### Routed metal, one color a layer

Drawn at 4 px/um.
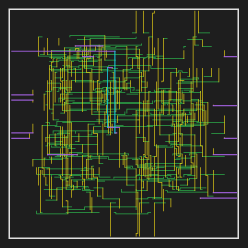
### The clock network

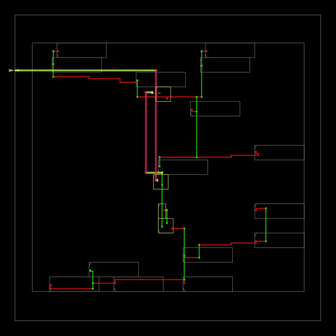
File: src/rtl/qed_dup_scheduler.sv
// QED phase controller: alternates fetch between original and duplicate streams,
// counting both and pulsing qed_ready once a batch's duplicates match its originals.
module qed_dup_scheduler #(
   parameter int unsigned MAX_ORIG = 16,
   parameter int unsigned CNT_W    = 5
) (
   input  logic             clk,
   input  logic             rst,
   input  logic             ena,
   input  logic             stall_IF,
   input  logic             ifu_vld,
   input  logic             dup_trigger,
   input  logic             qic_vld,
   output logic             exec_dup,
   output logic [CNT_W-1:0] orig_cnt,
   output logic [CNT_W-1:0] dup_cnt,
   output logic             qed_ready,
   output logic             ovf_err
);

   localparam logic [CNT_W-1:0] MAX_CNT = CNT_W'(MAX_ORIG);
   localparam logic [CNT_W-1:0] ONE     = CNT_W'(1);

   typedef enum logic [1:0] {
      IDLE  = 2'd0,
      ORIG  = 2'd1,
      DUP   = 2'd2,
      CHECK = 2'd3
   } state_t;

   state_t state;

   logic             fire_o_c;
   logic             fire_d_c;
   logic [CNT_W-1:0] orig_nxt_c;
   logic [CNT_W-1:0] dup_inc_c;
   logic             go_dup_c;

   assign fire_o_c   = ifu_vld & ~stall_IF;
   assign fire_d_c   = qic_vld & ~stall_IF;
   assign orig_nxt_c = (fire_o_c && (orig_cnt != MAX_CNT)) ? orig_cnt + ONE : orig_cnt;
   assign dup_inc_c  = dup_cnt + ONE;
   // A full i-cache forces the switch; a trigger only switches a non-empty batch.
   assign go_dup_c   = (orig_nxt_c == MAX_CNT) ||
                       (dup_trigger && !stall_IF && (orig_nxt_c != '0));

   always_ff @(posedge clk or negedge rst) begin
      if (!rst) begin
         state     <= IDLE;
         exec_dup  <= 1'b0;
         orig_cnt  <= '0;
         dup_cnt   <= '0;
         qed_ready <= 1'b0;
         ovf_err   <= 1'b0;
      end else begin
         qed_ready <= 1'b0;
         if (fire_o_c && (orig_cnt == MAX_CNT)) begin
            ovf_err <= 1'b1;
         end
         case (state)
            IDLE: begin
               exec_dup <= 1'b0;
               orig_cnt <= '0;
               dup_cnt  <= '0;
               if (ena) begin
                  state <= ORIG;
               end
            end
            ORIG: begin
               // Losing ena mid-batch freezes counting and drains to DUP at the first unstalled cycle.
               if (!ena && (orig_cnt != '0)) begin
                  if (!stall_IF) begin
                     state    <= DUP;
                     exec_dup <= 1'b1;
                  end
               end else begin
                  orig_cnt <= orig_nxt_c;
                  if (go_dup_c) begin
                     state    <= DUP;
                     exec_dup <= 1'b1;
                  end else if (!ena && !fire_o_c) begin
                     state <= IDLE;
                  end
               end
            end
            DUP: begin
               if (fire_d_c) begin
                  dup_cnt <= dup_inc_c;
                  if (dup_inc_c == orig_cnt) begin
                     state     <= CHECK;
                     exec_dup  <= 1'b0;
                     qed_ready <= 1'b1;
                  end
               end
            end
            CHECK: begin
               exec_dup <= 1'b0;
               orig_cnt <= '0;
               dup_cnt  <= '0;
               state    <= ena ? ORIG : IDLE;
            end
            default: begin
               state    <= IDLE;
               exec_dup <= 1'b0;
            end
         endcase
      end
   end

endmodule
File: config.mk
export PLATFORM = sky130hd
export DESIGN_NAME = qed_dup_scheduler
export DESIGN_NICKNAME = d
export VERILOG_FILES = /design/src/rtl/qed_dup_scheduler.sv
export SDC_FILE = /design/constraint.sdc
export NUM_CORES = 1
export LEC_CHECK = 0
export CAP_MARGIN = 25
export CORE_MARGIN = 3
export CORE_UTILIZATION = 47
export DETAILED_ROUTE_END_ITERATION = 8
export GPL_ROUTABILITY_DRIVEN = 0
export GPL_TIMING_DRIVEN = 0
export HOLD_SLACK_MARGIN = 0.15
export PLACE_DENSITY_LB_ADDON = 0.05
export SLEW_MARGIN = 15
export SYNTH_ARGS = -nofsm -noshare
export SYNTH_HDL_FRONTEND = slang
export SYNTH_SLANG_ARGS = --single-unit
File: constraint.sdc
create_clock -name clk -period 4.6 [get_ports clk]
set_clock_uncertainty 0.2 [all_clocks]
set_input_delay 0.69 -clock clk [delete_from_list [all_inputs] [get_ports clk]]
set_output_delay 0.69 -clock clk [all_outputs]
set_load 0.1 [all_outputs]
==> flow_summary.ini <==
; flow metrics
[synthesis]
edf_count = 0
synthDistinctLibCells = 47
syn_area_sq_um = 1217
synth_seq_share_pct = 30.83

[clock_tree]
cts_tree = yes
cts_made_buffers = 3
cts-resized-gates = 0
postCtsSetupRepairBufs = 0
cts_root_buf = clkbuf_4
holdBufCountCts = 0

[critical_path]
required_ns = 3.71
arrival_ns = 2.02
crit_fanout = 8
critPathCaptureType = output pin

[final_layout]
final_nets = 170
diodes = 0
area_growth_pct = 20.66
seq_area_sq_um = 375.4
drive_above_1_share_pct = 11.69
nFillCells = 200

[sta]
max_freq_mhz = 343.7
slew_headroom_pct = 35.13
setup_viol = 0
hold_ws_ns = 0.2771

[grt]
grt_max_degree = 16
first_global_vias = 965
grt_usage_pct = 17.22

[placement]
portBuffers = 19

[routing]
num_vias = 1085

[floorplan]
rows = 17
die_h_um = 56.90
fp.dieW_um = 56.90
initCoreUtil_pct = 52.03

[flow_run]
max_cap_violations = 0

[pwr]
switching_share_pct = 50.94
p_int_mw = 0.3557
p_total_mw = 0.7251

[run_status]
status = complete, no violations

[min_path]
hold_end = ovf_err
-- 'Routed metal, one color a layer' (at the start) --
- green: metal 1 (wire length 1290 um)
- yellow: metal 2 (wire length 1250 um)
- purple: metal 3 (wire length 99.6 um)
- cyan: metal 4 (wire length 35.4 um)

-- 'The clock network' (at the start) --
Seq cells: 15
clk ins delay skew pair: 0.29 ns

worst max path at each step:
stage,start,to,slack (ns),depth (start not counted)
finish,orig_cnt[0],orig_cnt[0],1.69,1
detailed placement,stall_IF,state[0],1.57,7
global route,orig_cnt[0],orig_cnt[0],1.64,1
floorplan,orig_cnt[0],state[0],1.75,8
CTS,orig_cnt[0],orig_cnt[0],1.69,1
global placement,stall_IF,flop,1.60,7
power by group through the flow:
stage / registers [mW] / logic (mW) / clock network [mW]
final: 0.183 / 0.463 / 0.0792
after global routing: 0.187 / 0.504 / 0.0881
after CTS: 0.183 / 0.464 / 0.0801
after detailed placement: 0.185 / 0.463 / 0
after global placement: 0.184 / 0.454 / 0
after floorplan: 0.260 / 0.286 / 0
logic make-up (layout without fill, tap and decap cells):
logic type	count (synthesis)	count (layout)	synth area share, %
DFF	15	15	30.83
buffers and inverters	11	34	3.906
and+or+nand+nor	48	48	24.67
xor gates and xnor gates	8	8	5.756
muxes	2	2	2.158
AOI/OAI and AO/OA	39	39	24.46
adders and majority gates	8	8	8.222
metrics by stage:
stage               area, sq um  utilization [%]  std cells
floorplan                  1217                -        131
global placement           1443            61.66        178
detailed placement         1443            61.66        178
CTS                        1469            62.78        182
global route               1469            62.78        182
finish                     1469            62.78        182
cells in the mapped netlist, types with 5 or more instances:
master and number:
a21oi_1 8, dfrtp_1 15, ha_1 8, inv_1 7
nand2_1 8, nand3_1 5, nor2_1 8, o21ai_1 7
xnor2_1 5
state kept, by name, indices dropped and copies added, names as in the netlist, named ones only:
register   count
ovf_err        1
orig_cnt       5
dup_cnt        5
state          1
qed_ready      1
exec_dup       1
final cells by class:
class / instances / share of cell area, %
Timing Repair Buffer: 19 / 12.95
Inverter: 7 / 1.789
Clock buffer: 4 / 1.789
Multi-Input combinational cell: 105 / 54.09
Tap cell: 28 / 2.385
Buffer: 4 / 1.448
Sequential cell: 15 / 25.55
layout by cell type, fill, tap and decap left out, drive strengths merged, types with 2 or more instances in the layout:
cell / count
a21oi: 8
nand4: 2
nand2: 8
nor4b: 2
buf: 3
xnor2: 5
nand3b: 3
ha: 8
xor2: 3
inv: 7
a211oi: 2
nand4bb: 2
nand2b: 3
clkbuf: 5
dfrtp: 15
and3: 2
o211ai: 3
mux2: 2
nor2b: 3
o21bai: 2
clkdlybuf4s50: 19
nand3: 5
o21ai: 10
o2111ai: 2
nor2: 8
o31ai: 2
a21o: 2
nor3: 4
per-layer routing:
metal	vias to the layer above	part of all wire [%]	track usage, %
met5	-	0	0
met4	0	1.3	6.954
met3	4	3.7	2.299
met2	19	47	27.57
met1	526	48	23.11
li1	536	-	-
Power and IR drop assume default switching activity.
